[config.mk]
export PLATFORM = sky130hd
export DESIGN_NAME = vga_frame_capture
export DESIGN_NICKNAME = d
export VERILOG_FILES = /design/src/rtl/vga_frame_capture.sv
export SDC_FILE = /design/constraint.sdc
export NUM_CORES = 1
export LEC_CHECK = 0
export CAP_MARGIN = 20
export CORE_MARGIN = 8
export CORE_UTILIZATION = 35
export CTS_BUF_LIST = sky130_fd_sc_hd__clkbuf_2
export DETAILED_ROUTE_END_ITERATION = 16
export GPL_TIMING_DRIVEN = 0
export PLACE_DENSITY = 0.57
export SLEW_MARGIN = 0
export SYNTH_ARGS = -nofsm -noshare
export SYNTH_HDL_FRONTEND = slang
export SYNTH_SLANG_ARGS = --single-unit
[constraint.sdc]
create_clock -name clk -period 5.99 [get_ports clk]
set_input_delay 1.198 -clock clk [delete_from_list [all_inputs] [get_ports clk]]
set_output_delay 1.198 -clock clk [all_outputs]
set_load 0.02 [all_outputs]
[src/rtl/vga_frame_capture.sv]
// rtl/vga_frame_capture.sv - VGA sync recovery, frame lock and active-area pixel stream capture
// Measures line/frame totals from the sync edges, locks on stable timing, and streams active pixels through a small FIFO.
module vga_frame_capture #(
  parameter int   H_ACTIVE   = 640,
  parameter int   V_ACTIVE   = 480,
  parameter int   H_START    = 144,
  parameter int   V_START    = 35,
  parameter logic SYNC_POL   = 1'b0,
  parameter int   FIFO_DEPTH = 4,
  parameter int   CNT_W      = 10
) (
  input  logic             clk,
  input  logic             rst,
  input  logic             en,
  input  logic             hsync,
  input  logic             vsync,
  input  logic [3:0]       R,
  input  logic [3:0]       G,
  input  logic [3:0]       B,
  output logic             pix_valid,
  input  logic             pix_ready,
  output logic [CNT_W-1:0] pix_x,
  output logic [CNT_W-1:0] pix_y,
  output logic [11:0]      pix_rgb,
  output logic             pix_sof,
  output logic             pix_eol,
  output logic             frame_done,
  output logic [15:0]      frame_cnt,
  output logic [CNT_W-1:0] h_total,
  output logic [CNT_W-1:0] v_total,
  output logic             locked,
  output logic             overflow
);

  localparam int AW = $clog2(FIFO_DEPTH);
  localparam logic [CNT_W-1:0] CNT_MAX = {CNT_W{1'b1}};
  localparam logic [CNT_W-1:0] H_LO    = CNT_W'(H_START);
  localparam logic [CNT_W-1:0] H_HI    = CNT_W'(H_START + H_ACTIVE);
  localparam logic [CNT_W-1:0] V_LO    = CNT_W'(V_START);
  localparam logic [CNT_W-1:0] V_HI    = CNT_W'(V_START + V_ACTIVE);
  localparam logic [CNT_W-1:0] X_LAST  = CNT_W'(H_ACTIVE - 1);
  localparam logic [CNT_W-1:0] Y_LAST  = CNT_W'(V_ACTIVE - 1);

  typedef enum logic [1:0] {WAIT_VS, WAIT_LOCK, LOCKED} state_t;

  typedef struct packed {
    logic [CNT_W-1:0] x;
    logic [CNT_W-1:0] y;
    logic [11:0]      rgb;
    logic             sof;
    logic             eol;
  } entry_t;

  logic             hs_q, vs_q, hs_prev_q, vs_prev_q;
  logic [11:0]      rgb_q;
  logic [CNT_W-1:0] h_cnt_q, h_cnt_d, v_cnt_q, v_cnt_d;
  logic [CNT_W-1:0] h_total_q, h_total_d, v_total_q, v_total_d;
  state_t           state_q, state_d;
  logic             overflow_q, frame_done_q;
  logic [15:0]      frame_cnt_q;
  entry_t           mem_q [FIFO_DEPTH];
  logic [AW:0]      wr_ptr_q, rd_ptr_q;

  logic             hs_on, vs_on, hs_edge, vs_edge, timing_ok;
  logic             active, push, drop, pop, full, last_pix;
  logic [CNT_W-1:0] x_c, y_c;
  entry_t           wr_entry, head;

  assign hs_on   = (hs_q == SYNC_POL);
  assign vs_on   = (vs_q == SYNC_POL);
  assign hs_edge = hs_on && !hs_prev_q;
  assign vs_edge = vs_on && !vs_prev_q;

  always_comb begin
    h_cnt_d   = h_cnt_q;
    h_total_d = h_total_q;
    v_cnt_d   = v_cnt_q;
    v_total_d = v_total_q;
    if (hs_edge) begin
      h_cnt_d   = '0;
      h_total_d = h_cnt_q + 1'b1;
    end else if (h_cnt_q != CNT_MAX) begin
      h_cnt_d = h_cnt_q + 1'b1;
    end
    if (vs_edge) begin
      v_cnt_d   = '0;
      v_total_d = v_cnt_q + 1'b1;
    end else if (hs_edge && v_cnt_q != CNT_MAX) begin
      v_cnt_d = v_cnt_q + 1'b1;
    end
  end

  // Lock decisions use the totals measured on this very edge.
  always_comb begin
    state_d   = state_q;
    timing_ok = (v_total_d >= V_HI) && (h_total_d >= H_HI);
    if (vs_edge) begin
      case (state_q)
        WAIT_VS:   state_d = WAIT_LOCK;
        WAIT_LOCK: if (timing_ok) state_d = LOCKED;
        LOCKED:    if (!timing_ok || v_total_d != v_total_q) state_d = WAIT_LOCK;
        default:   state_d = WAIT_VS;
      endcase
    end
  end

  assign full = (wr_ptr_q[AW] != rd_ptr_q[AW]) && (wr_ptr_q[AW-1:0] == rd_ptr_q[AW-1:0]);
  assign pop  = pix_valid && pix_ready;

  always_comb begin
    x_c          = h_cnt_q - H_LO;
    y_c          = v_cnt_q - V_LO;
    active       = en && (state_q == LOCKED) && (h_cnt_q >= H_LO) && (h_cnt_q < H_HI)
                   && (v_cnt_q >= V_LO) && (v_cnt_q < V_HI);
    wr_entry.x   = x_c;
    wr_entry.y   = y_c;
    wr_entry.rgb = rgb_q;
    wr_entry.sof = (x_c == '0) && (y_c == '0);
    wr_entry.eol = (x_c == X_LAST);
    push         = active && (!full || pop);
    drop         = active && full && !pop;
    last_pix     = active && (x_c == X_LAST) && (y_c == Y_LAST);
  end

  always_ff @(posedge clk) begin
    if (!rst && push) mem_q[wr_ptr_q[AW-1:0]] <= wr_entry;
  end

  // Sync registers reset to the deasserted level so reset itself never looks like an edge.
  always_ff @(posedge clk) begin
    if (rst) begin
      hs_q         <= ~SYNC_POL;
      vs_q         <= ~SYNC_POL;
      hs_prev_q    <= 1'b0;
      vs_prev_q    <= 1'b0;
      rgb_q        <= '0;
      h_cnt_q      <= '0;
      v_cnt_q      <= '0;
      h_total_q    <= '0;
      v_total_q    <= '0;
      state_q      <= WAIT_VS;
      overflow_q   <= 1'b0;
      frame_done_q <= 1'b0;
      frame_cnt_q  <= '0;
      wr_ptr_q     <= '0;
      rd_ptr_q     <= '0;
    end else begin
      frame_done_q <= last_pix;
      if (pop)      rd_ptr_q    <= rd_ptr_q + 1'b1;
      if (push)     wr_ptr_q    <= wr_ptr_q + 1'b1;
      if (drop)     overflow_q  <= 1'b1;
      if (last_pix) frame_cnt_q <= frame_cnt_q + 1'b1;
      if (en) begin
        hs_q      <= hsync;
        vs_q      <= vsync;
        rgb_q     <= {R, G, B};
        hs_prev_q <= hs_on;
        vs_prev_q <= vs_on;
        h_cnt_q   <= h_cnt_d;
        v_cnt_q   <= v_cnt_d;
        h_total_q <= h_total_d;
        v_total_q <= v_total_d;
        state_q   <= state_d;
      end
    end
  end

  assign head       = mem_q[rd_ptr_q[AW-1:0]];
  assign pix_valid  = (wr_ptr_q != rd_ptr_q);
  assign pix_x      = pix_valid ? head.x   : '0;
  assign pix_y      = pix_valid ? head.y   : '0;
  assign pix_rgb    = pix_valid ? head.rgb : '0;
  assign pix_sof    = pix_valid && head.sof;
  assign pix_eol    = pix_valid && head.eol;
  assign frame_done = frame_done_q;
  assign frame_cnt  = frame_cnt_q;
  assign h_total    = h_total_q;
  assign v_total    = v_total_q;
  assign locked     = (state_q == LOCKED);
  assign overflow   = overflow_q;

endmodule

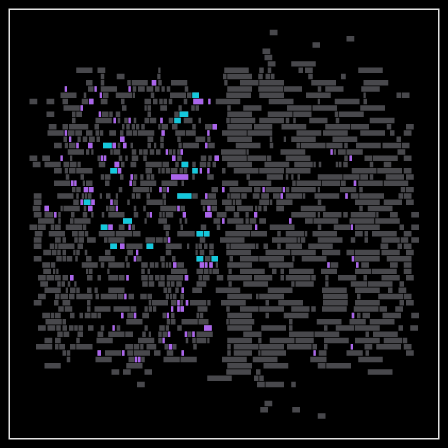
(logic cells by family)
family	color	cells
NOR gates	purple	111
AND-OR and OR-AND gates	cyan	17
non-filler instance count after layout: 1,408
share of the final layout cell area in multi-input gates: 32.87%

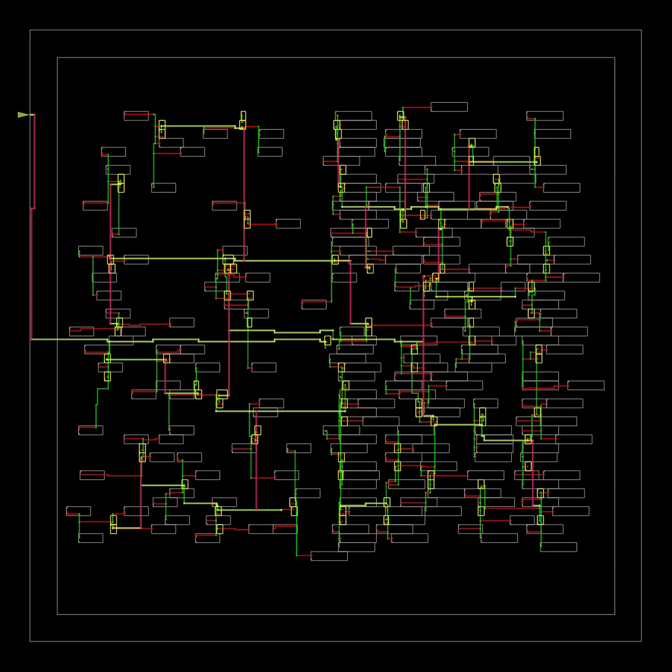
(clock routing)
number of clock sinks: 220
number of clock buffers in the layout: 86
Seq Cell Count: 220
Late-Pin Clk Latency: 0.84 ns
Clock group: 986 uW

==> flow_metrics.py <==
# Generated from Yosys and OpenROAD reports
metrics = {
    "global_routing": {
        "gr-max-usage-layer": "met2",
        "globalRouteTotalUtil_pct": 14.64,
        "global_route_congestion_overflow_total": 0,
        "grt_use_met2_pct": 22.69,
        "grt_pass1_wl_um": 39370,
        "grtUsageMet1_pct": 19.85,
        "number_of_global_route_vias_before_repair": 7161,
        "met3_usage_pct": 3.668,
    },
    "synth": {
        "post_synth_most_frequent_cells": "sky130_fd_sc_hd__edfxtp_1 (136), sky130_fd_sc_hd__dfxtp_1 (84), sky130_fd_sc_hd__nor2_1 (77)",
        "yosys.area_share.xor_xnor_pct": 3.124,
        "synthAoiAreaFrac_pct": 9.909,
        "synth-adder-area-share_pct": 1.874,
        "most_common_cell": "sky130_fd_sc_hd__edfxtp_1",
        "post-synth-top-area-cell": "sky130_fd_sc_hd__edfxtp_1",
        "synthSimpleGateAreaFrac_pct": 14.97,
        "top_area_share_pct": 40.78,
    },
    "worst_setup_path": {
        "crit_end": "pix_x[6]",
        "buffers_inverters_on_critical_path": 3,
        "required_ns": 4.79,
        "timing.critical_path.max_delay_family": "buffers and inverters",
        "timing.critical_path.cells": "clkbuf_1 -> buf_1 -> mux4_2 -> and2_1 -> clkdlybuf4s50_1",
        "regToRegSetupSlack_ns": 2.48,
        "worst_ep_arrival_time_ns": 3.60,
        "critical_path.startpoint_type": "flop",
        "crit_type": "reg2out",
        "critical_path_depth": 5,
        "end_kind": "output port",
    },
    "cells_and_area": {
        "sequential_cell_area_um2": 5766,
        "layout_top_cells_excl_fill_tap": "sky130_fd_sc_hd__edfxtp_1 (136), sky130_fd_sc_hd__clkdlybuf4s50_1 (90), sky130_fd_sc_hd__clkbuf_2 (86)",
        "seqAreaFraction_pct": 48.04,
        "fin_nets": 1010,
        "fin_area_um2": 12000,
        "fin_util_pct": 42.16,
        "max_area_cell_class": "registers",
        "area_share_clock_buf_inv_pct": 4.181,
        "buffers_excl_clock": 153,
    },
    "sta": {
        "finClkSkew_ns": 0.05395,
        "slew_viol_final": 0,
        "finalSetupTns_ns": 0,
        "finalCritPeriodShare_pct": 80.03,
        "worst-slew-pin-transition_ns": 0.9445,
        "rsz0062_at_grt": "false",
        "final_critical_path_setup_slack_ns": 1.196,
        "final-setup-viol-count": 0,
    },
    "power_and_ir_drop": {
        "power_density_nw_per_um2": 227.4,
        "seq_power_share_pct": 59.6,
        "power_leader": "registers",
        "ir_worst_vdd_mv": 0.09158,
        "intPower_uw": 2041,
        "combinational_share_of_power_pct": 4.3,
        "clkPwrFrac_pct": 36.1,
    },
    "route": {
        "ant_nets": 0,
        "postRouteWirelength_um": 24720,
        "dr_wl_met2_um": 10830,
        "drt_pre_antenna_iters": 5,
        "drc": 0,
    },
    "clocking": {
        "cts_tree": "done",
        "cts-htree-levels": 2,
        "post_cts.resized_instances": 0,
    },
    "placement": {
        "io_buffers": 90,
        "pre_cts_slack_ns": 1.945,
    },
    "floorplanning": {
        "chipWidth_um": 185.1,
        "die_height_um": 185.1,
    },
    "worst_hold_path": {
        "holdCritStartpoint": "vs_q",
    },
    "run_status": {
        "outcome": "finished clean",
    },
}
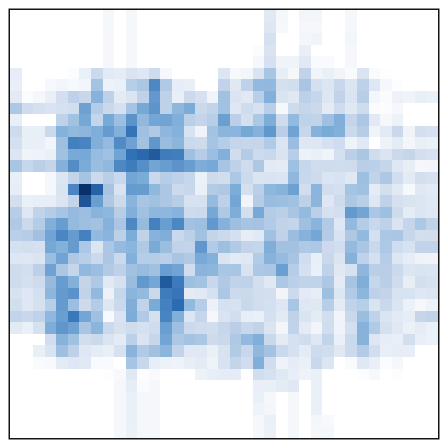
(signal metal coverage by tile)
37 x 37 tiles, from white (low) to dark blue (high), scaled to the fullest tile. Values are wire area over tile area, all layers added.
mean over tiles	0.12
tiles over half the peak	6.6%
nearly empty tiles	27%
fullest tile	0.59
post-DR wirelength/cell: 17.56 um
total vias in the final route: 7,127

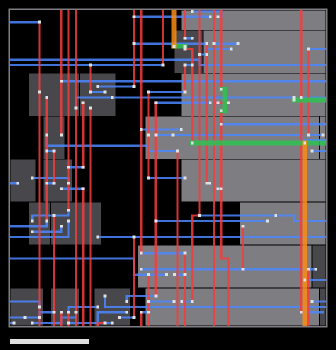
(close-up of the layout)
Bar = 5 um. Window x 83 to 103, y 120 to 140 um. Cells in gray, sequential cells in the stronger gray; small squares are vias.
layer	color
metal 2	red
metal 3	green
metal 4	orange
metal 1	blue
cells with their middle in the window	17
sequential cells in the window	6
netlist names of flops here include	mem_q (6)
most frequent	edfxtp_1 (6), nor2_1 (2), nor4_1 (2)

No activity file was given, so power comes from the tool's default toggle rates.
